### config.mk
export PLATFORM = sky130hd
export DESIGN_NAME = overlay_compositor
export DESIGN_NICKNAME = d
export VERILOG_FILES = /design/src/rtl/video_pkg.sv /design/src/rtl/vsync_edge_detect.sv /design/src/rtl/overlay_compositor.sv
export SDC_FILE = /design/constraint.sdc
export NUM_CORES = 1
export LEC_CHECK = 0
export CAP_MARGIN = 20
export CORE_MARGIN = 2
export CORE_UTILIZATION = 45
export CTS_BUF_LIST = sky130_fd_sc_hd__clkbuf_2 sky130_fd_sc_hd__clkbuf_4 sky130_fd_sc_hd__clkbuf_8
export CTS_CLUSTER_SIZE = 8
export DETAILED_ROUTE_END_ITERATION = 12
export PLACE_DENSITY = 0.71
export SLEW_MARGIN = 20
export SYNTH_ARGS = -nofsm -noshare
export SYNTH_HDL_FRONTEND = slang
export SYNTH_SLANG_ARGS = --single-unit
### constraint.sdc
create_clock -name clk -period 3.4 [get_ports clk]
set_input_delay 0.34 -clock clk [delete_from_list [all_inputs] [get_ports clk]]
set_output_delay 0.34 -clock clk [all_outputs]
set_load 0.005 [all_outputs]
### src/rtl/video_pkg.sv
// Shared pixel types, widths and helpers for the VGA output path.
package video_pkg;

  localparam int unsigned RGB_W = 6;
  localparam int unsigned CH_W  = 2;

  // One pixel, 2 bits per channel, packed MSB-first as RRGGBB.
  typedef struct packed {
    logic [CH_W-1:0] r;
    logic [CH_W-1:0] g;
    logic [CH_W-1:0] b;
  } rgb_t;

  typedef enum logic [1:0] {
    HIDDEN   = 2'd0,
    FADE_IN  = 2'd1,
    SHOWN    = 2'd2,
    FADE_OUT = 2'd3
  } fade_state_t;

  // Limit one overlay channel to the current fade level.
  function automatic logic [CH_W-1:0] ch_clamp(input logic [CH_W-1:0] ch,
                                               input logic [CH_W-1:0] level);
    return (ch < level) ? ch : level;
  endfunction

endpackage

### src/rtl/vsync_edge_detect.sv
// Registered one-cycle frame tick on each falling edge of active-low vsync.
module vsync_edge_detect (
  input  logic clk,
  input  logic rst_n,
  input  logic vsync,
  output logic frame_tick
);

  logic vsync_q;
  logic armed;

  // vsync_q resets high; armed masks the first post-reset cycle so a vsync
  // held low through reset is not mistaken for a falling edge.
  always_ff @(posedge clk or negedge rst_n) begin
    if (!rst_n) begin
      vsync_q    <= 1'b1;
      armed      <= 1'b0;
      frame_tick <= 1'b0;
    end else begin
      vsync_q    <= vsync;
      armed      <= 1'b1;
      frame_tick <= armed & vsync_q & ~vsync;
    end
  end

endmodule

### src/rtl/overlay_compositor.sv
// Final pixel stage: merges the text overlay onto the background with a
// per-frame fade-in / hold / fade-out / hide cycle and registers the result.
module overlay_compositor
  import video_pkg::*;
#(
  parameter int unsigned HIDE_FRAMES = 60,
  parameter int unsigned STEP_FRAMES = 8,
  parameter int unsigned SHOW_FRAMES = 120
) (
  input  logic             clk,
  input  logic             rst_n,
  input  logic [RGB_W-1:0] bg_rgb,
  input  logic [RGB_W-1:0] overlay_rgb,
  input  logic             overlay_active,
  input  logic             frame_active,
  input  logic             vsync,
  input  logic             enable,
  output logic [RGB_W-1:0] rgb_out,
  output logic [CH_W-1:0]  fade_level,
  output logic             overlay_shown
);

  localparam int unsigned MAX_HS  = (HIDE_FRAMES > SHOW_FRAMES) ? HIDE_FRAMES : SHOW_FRAMES;
  localparam int unsigned CNT_MAX = (STEP_FRAMES > MAX_HS) ? STEP_FRAMES : MAX_HS;
  localparam int unsigned CNT_W   = $clog2(CNT_MAX + 1);

  localparam logic [CNT_W-1:0] HIDE_LAST = CNT_W'(HIDE_FRAMES - 1);
  localparam logic [CNT_W-1:0] STEP_LAST = CNT_W'(STEP_FRAMES - 1);
  localparam logic [CNT_W-1:0] SHOW_LAST = CNT_W'(SHOW_FRAMES - 1);
  localparam logic [CH_W-1:0]  LEVEL_MAX = CH_W'(3);

  logic              frame_tick;
  fade_state_t       state_q, state_d;
  logic [CNT_W-1:0]  cnt_q, cnt_d;
  logic [CH_W-1:0]   level_d;
  rgb_t              ov;
  rgb_t              ov_c;
  logic [RGB_W-1:0]  pix_c;

  vsync_edge_detect u_vsync_edge (
    .clk        (clk),
    .rst_n      (rst_n),
    .vsync      (vsync),
    .frame_tick (frame_tick)
  );

  // FSM state, frame counter, fade level and shown flag registers.
  always_ff @(posedge clk or negedge rst_n) begin
    if (!rst_n) begin
      state_q       <= HIDDEN;
      cnt_q         <= '0;
      fade_level    <= '0;
      overlay_shown <= 1'b0;
    end else begin
      state_q       <= state_d;
      cnt_q         <= cnt_d;
      fade_level    <= level_d;
      overlay_shown <= (level_d != '0);
    end
  end

  // Next state: enable low forces full overlay; otherwise advance on frame ticks only.
  always_comb begin
    state_d = state_q;
    cnt_d   = cnt_q;
    level_d = fade_level;
    if (!enable) begin
      state_d = SHOWN;
      cnt_d   = '0;
      level_d = LEVEL_MAX;
    end else if (frame_tick) begin
      case (state_q)
        HIDDEN: begin
          level_d = '0;
          if (cnt_q == HIDE_LAST) begin
            state_d = FADE_IN;
            cnt_d   = '0;
          end else begin
            cnt_d = cnt_q + CNT_W'(1);
          end
        end
        FADE_IN: begin
          if (cnt_q == STEP_LAST) begin
            cnt_d   = '0;
            level_d = fade_level + CH_W'(1);
            if (fade_level == LEVEL_MAX - CH_W'(1)) state_d = SHOWN;
          end else begin
            cnt_d = cnt_q + CNT_W'(1);
          end
        end
        SHOWN: begin
          level_d = LEVEL_MAX;
          if (cnt_q == SHOW_LAST) begin
            state_d = FADE_OUT;
            cnt_d   = '0;
          end else begin
            cnt_d = cnt_q + CNT_W'(1);
          end
        end
        FADE_OUT: begin
          if (cnt_q == STEP_LAST) begin
            cnt_d   = '0;
            level_d = fade_level - CH_W'(1);
            if (fade_level == CH_W'(1)) state_d = HIDDEN;
          end else begin
            cnt_d = cnt_q + CNT_W'(1);
          end
        end
        default: begin
          state_d = HIDDEN;
          cnt_d   = '0;
          level_d = '0;
        end
      endcase
    end
  end

  assign ov = rgb_t'(overlay_rgb);

  // Per-channel clamp of the overlay, then select blank / overlay / background.
  always_comb begin
    ov_c.r = ch_clamp(ov.r, fade_level);
    ov_c.g = ch_clamp(ov.g, fade_level);
    ov_c.b = ch_clamp(ov.b, fade_level);
    pix_c  = '0;
    if (frame_active) begin
      if (overlay_active && (fade_level != '0)) pix_c = ov_c;
      else                                      pix_c = bg_rgb;
    end
  end

  // Output pixel register.
  always_ff @(posedge clk or negedge rst_n) begin
    if (!rst_n) rgb_out <= '0;
    else        rgb_out <= pix_c;
  end

endmodule

**Run 1: where the registers sit**

Bar = 20 um. Other sequential cells in the stronger gray, the rest of the logic in the fainter gray.
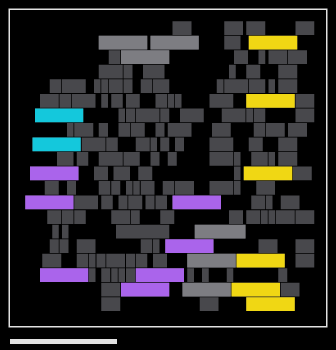
| color | signal | sequential cells |
|---|---|---|
| cyan | `state_q` | 2 |
| yellow | `rgb_out` | 6 |
| purple | `cnt_q` | 7 |
not colored: 6

**Run 1: congestion heat map**

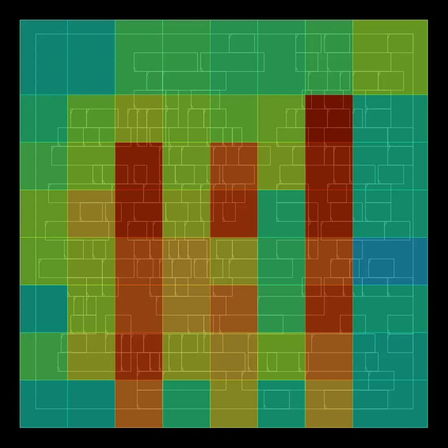
global routing's busiest layer: met2
Global Route Usage Sum: 19.4%

==> run summary, run 1 <==
Quick summary of the implementation run below.

The relative slew slack came out at between 60% and 70%. The post-synthesis async set-or-reset flop share is 100%. The share of final-layout standard cells stronger than drive strength 1 came out at under 10%. The internal power consumption is roughly 340 uW. The instance count of the mapped netlist came out at around 140. The detailed-route vias per instance came out at around 5.7.

The finished layout holds ~200 standard cells, fillers aside. The initial core utilization came out at around 46%. The core box area came out at slightly below 3000 um^2.

The path class of the tightest hold or removal check is in -> reg. In this run the cell area measured after placement is about 1700 um^2. The number of clock buffers added by TritonCTS is 3. STA classifies the critical path endpoint as a register. TritonCTS built the clock tree. The number of sinks handled by clock tree synthesis is 21. Per the power-grid run, VDD falls by no more than between 0.0001 and 0.00015 V. The run finished with clean final reports.

By area the synthesized netlist is led by dfrtp_1, ha_1, nand2_1. The number of antenna diodes in the final layout is 0. The timing-limited maximum frequency is slightly above 0.5 GHz.

Post-synth the commonest register cell is dfrtp_1. The pin count of the biggest net entering global routing came out at 22. The number of antenna violations at the first check in global routing is 0.

The net count of the mapped netlist came out at around 180. The total power draw is ~460 uW. The cell area after layout is roughly 1700 um^2. The mapped netlist covers about 1400 um^2. The floorplan step set the die width to between 50 and 60 um.
**Run 1: selected gate families**

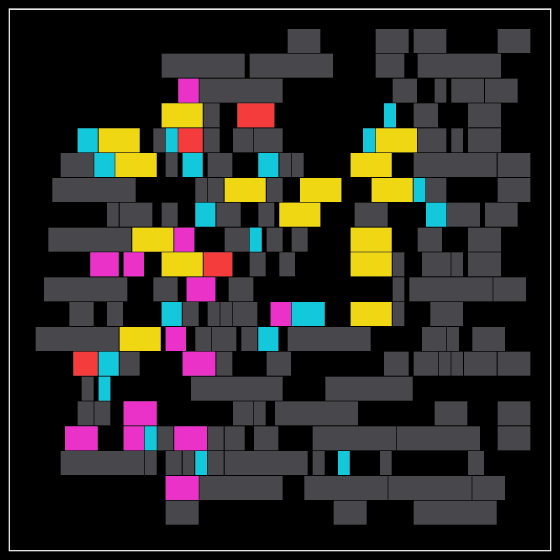
| color | family | cells | most used |
|---|---|---|---|
| cyan | NOR gates | 19 | nor2_1 |
| red | AND-OR and OR-AND gates | 4 | o21a_1 |
| yellow | adder and majority cells | 15 | ha_1 |
| magenta | AND and OR gates | 13 | and4b_1 |

run 1: per-stage QoR:
step	setup WS [ns]	hold slack, ns	util (%)
2_1_floorplan	1.67	0.0444	-
3_3_place_gp	1.54	0.461	55.5
3_5_place_dp	1.45	0.470	55.5
4_1_cts	1.43	0.451	56.5
5_1_grt	1.29	0.425	56.6
6_report	1.44	0.452	56.6
run 1: critical path: stages, from the launching register on:
cell	delay (ns)
dfrtp_1	0.40
ha_1	0.22
and3b_1	0.34
a41oi_4	0.16
o31a_1	0.37
and3b_1	0.21
o21a_1	0.16
run 1: layout make-up:
type,count,area (um^2)
Clock buffer,3,22.5
Fill cell,274,1290
Tap cell,33,41.3
Clock inverter,1,7.51
Timing Repair Buffer,27,265
Sequential cell,21,527
Multi-Input combinational cell,114,805
Inverter,5,18.8
run 1: sequential cells by signal, summed over array words and instances (netlist names):
register / count
u_vsync_edge.vsync_q: 1
u_vsync_edge.frame_tick: 1
fade_level: 2
overlay_shown: 1
state_q: 2
u_vsync_edge.armed: 1
cnt_q: 7
rgb_out: 6
run 1: path summary, 6_finish.rpt:
check,from,endpoint,cells after the start
worst min-delay path,vsync,u_vsync_edge.vsync_q,1
worst max-delay path,cnt_q[0],cnt_q[0],6
min in group asynchronous,rst_n,rgb_out[5],2
worst max register to register,cnt_q[0],cnt_q[0],6
max in group asynchronous,rst_n,u_vsync_edge.vsync_q,2
worst min register to register,u_vsync_edge.vsync_q,u_vsync_edge.frame_tick,2
run 1: metal layers:
| layer | global-route usage (%) | routed length, um | part of all wire, % |
|---|---|---|---|
| met4 | 9.09 | 44 | 1.4 |
| met3 | 3.49 | 156 | 5.1 |
| met5 | 0 | 0 | 0 |
| met1 | 22.9 | 1370 | 45 |
| met2 | 34.1 | 1470 | 48 |
run 1: what timing repair did:
| item | CTS | global route |
|---|---|---|
| setup endpoints to repair | 0 | 0 |
| hold buffers | 0 | 1 |
| hold endpoints to repair | 0 | 12 |
run 1: layout by cell type, fill, tap and decap left out, types with 2 or more instances in the layout:
cell and instances:
clkdlybuf4s50_1 25, dfrtp_1 20, nand2_1 17, ha_1 15, o21ai_0 10, nor2_1 9, a21boi_0 7, nor2b_1 6
a21oi_1 6, inv_1 5, nand3_1 5, and4b_1 5, and3_1 4, nand2b_1 3, o221ai_1 3, nor4_1 3
clkbuf_4 3, o21a_1 2, and3b_1 2, mux2i_1 2
run 1: cells by family after synthesis:
family,synth area share [%]
simple gates,23.9
compound gates,19.5
other cells,0.274
fa+ha+maj,13.7
flops,38.5
buf+inv,2.74
mux,1.46
run 1: power groups by stage:
stage	registers [uW]	logic, uW	clock network (uW)
floorplan	266	22.2	0
global placement	267	61.9	0
detailed placement	268	63.3	0
CTS	263	63.7	133
global route	264	71.0	144
finish	263	63.6	129
**Run 1: signal wires on met3**

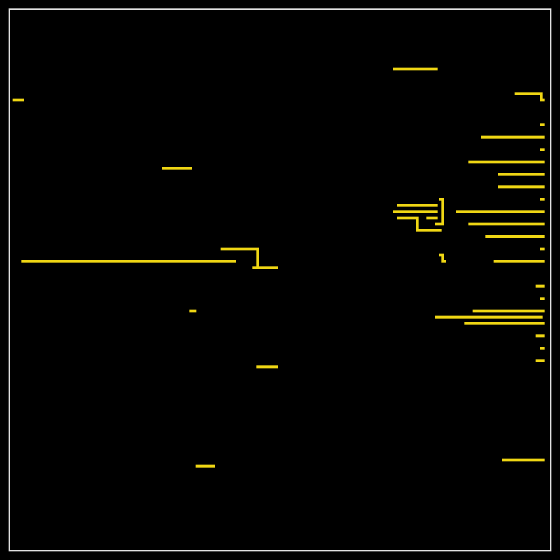

==> run 2: changes to the inputs <==
Settings changed: PLACE_DENSITY 0.71 to 0.74.
Clock period 3.4 ns to 1.8 ns, I/O delays scaled along.
**Run 2: signal wires on met3**

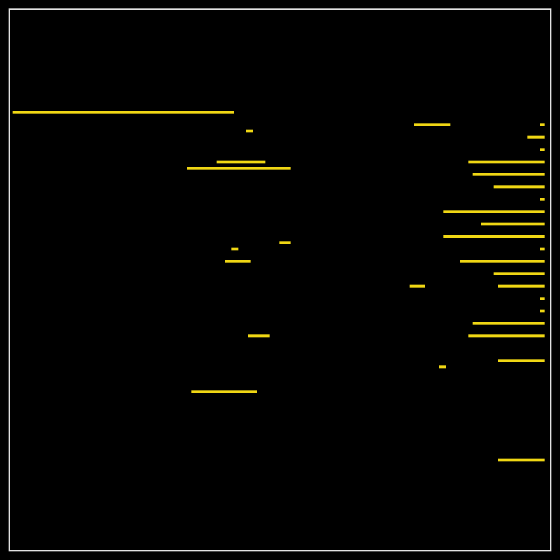
main direction: horizontal
wire length on this layer: 155 um
longest straight run: 23.9 um
share of all routed wire: 5.2%

**Run 2: met2 routing**

Bar = 20 um.
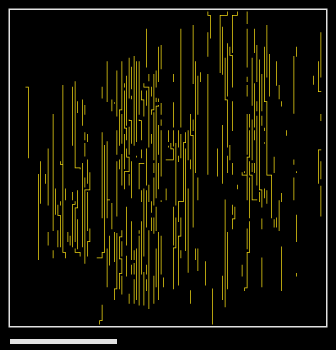
share of all routed wire: 51%
longest straight run: 31.2 um
main direction: vertical
nets with wire on the layer: 175
wire length on this layer: 1540 um

==> run summary, run 2 <==
Quick summary of the implementation run below.

For this run, the leading register cell type out of synthesis is dfrtp_1. The clock buffer count from CTS is 3 (unchanged). TritonCTS built the clock tree. The startpoint of the worst register-to-register path is cnt_q[1].

The length in cells of the worst reg-to-reg path came out at 7 (+1). The met1 layer usage reported by global route is 19.1% (-3.8 points). The global-route track usage on met2 was 35.2% (+1.1 points).

The post-synthesis async set-or-reset flop share is 100% (unchanged). STA classifies the critical path endpoint as a register. The smallest hold slack was 0.211 ns (-0.242 ns).

The post-layout instance count excluding filler cells is 215 (+5.4%). The run finished with clean final reports. The timing-limited maximum frequency was 0.568 GHz (+11%). In this design, the largest share of critical-path delay is due to AND-OR/OR-AND gates. The cell area after technology mapping came out at 1370 um^2 (unchanged). The highest ir drop seen on vdd is 0.000277 V (+110%). The number of antenna violations at the first check in global routing was 0 (unchanged).

The signal on the critical path passes through ha_1, and3b_2, a41oi_4, o31a_1, buf_4, nand4_1, o211ai_1. The overall global routing resource usage came out at 18.1% (-1.4 points). The width of the chip is 59.2 um (unchanged).

The class of the tightest hold or removal check is in -> async. The number of cells on the critical path came out at 7 (+1). The net count of the mapped netlist came to 177 (unchanged). The top cell type in the final layout, fill and taps aside, is clkdlybuf4s50_1. The antenna diode count was 0 (unchanged). The filler cell count in the final layout came out at 265 (-3.3%). The instance count of the mapped netlist is 144 (unchanged). The largest registers in the layout are cnt_q x7, rgb_out x6.
## run 2: cell count changes in the layout (fill, tap and decap cells not counted), sizes merged
cell and change:
dlygate4sd3 -1, clkdlybuf4s50 +1, clkinvlp -1, buf +11
clkbuf +1
## run 2: layout make-up
cell class	instances	area (um^2)	share of cell area, %
well taps	33	41.3	2.33
repair buffers	38	350	19.8
inverters	5	18.8	1.06
clock buffers	4	30.0	1.69
flip-flops and latches	21	527	29.7
multi-input cells	114	806	45.4
## run 2: layer usage
metal	vias to the layer above	share of wire (%)
li1	599	-
met1	567	41
met2	38	51
met3	7	5.1
met4	0	2.1
met5	-	0
## run 2: cell families (layout without fill, tap and decap cells)
kind of cell | after synthesis | after routing | synth area share [%]
other | 1 | 1 | 0.274
multiplexers | 2 | 2 | 1.46
buffers and inverters | 9 | 47 | 2.74
flip-flops | 21 | 21 | 38.5
AND-OR/OR-AND | 37 | 37 | 19.5
AND/OR/NAND/NOR | 59 | 59 | 23.9
adder cells (fa/ha/maj) | 15 | 15 | 13.7
## run 2: path summary, 6_finish.rpt
kind	to	slack [ns]
hold reg to reg	u_vsync_edge.frame_tick	0.48
setup reg to reg	cnt_q[6]	0.04
max in group asynchronous	u_vsync_edge.vsync_q	1.32
setup / recovery	cnt_q[6]	0.04
hold / removal	rgb_out[0]	0.21
min in group clk	u_vsync_edge.vsync_q	0.30
## run 2: power by group
| part | internal [uW] | total [uW] | switching, uW | leakage [uW] |
|---|---|---|---|---|
| clock | 102 | 247 | 146 | 0.0000184 |
| combinational | 76.6 | 131 | 54.7 | 0.000539 |
| sequential | 486 | 492 | 5.55 | 0.000261 |
| total | 665 | 870 | 206 | 0.000818 |
## run 2: per-stage QoR
stage          utilization (%)  TNS [ns]
2_1_floorplan                -         0
3_3_place_gp              58.2         0
4_1_cts                   59.3         0
5_1_grt                   59.5   -0.0896
6_report                  59.5         0
3_5_place_dp              58.2   -0.0296
## run 2: what timing repair did
action | CTS | global route
endpoints found under the setup margin | 4 | 9
setup buffers | 0 | 1
resized | 1 | 1
pin swaps | 1 | 2
Power figures rest on the tool's default switching activity, not on a simulated workload.
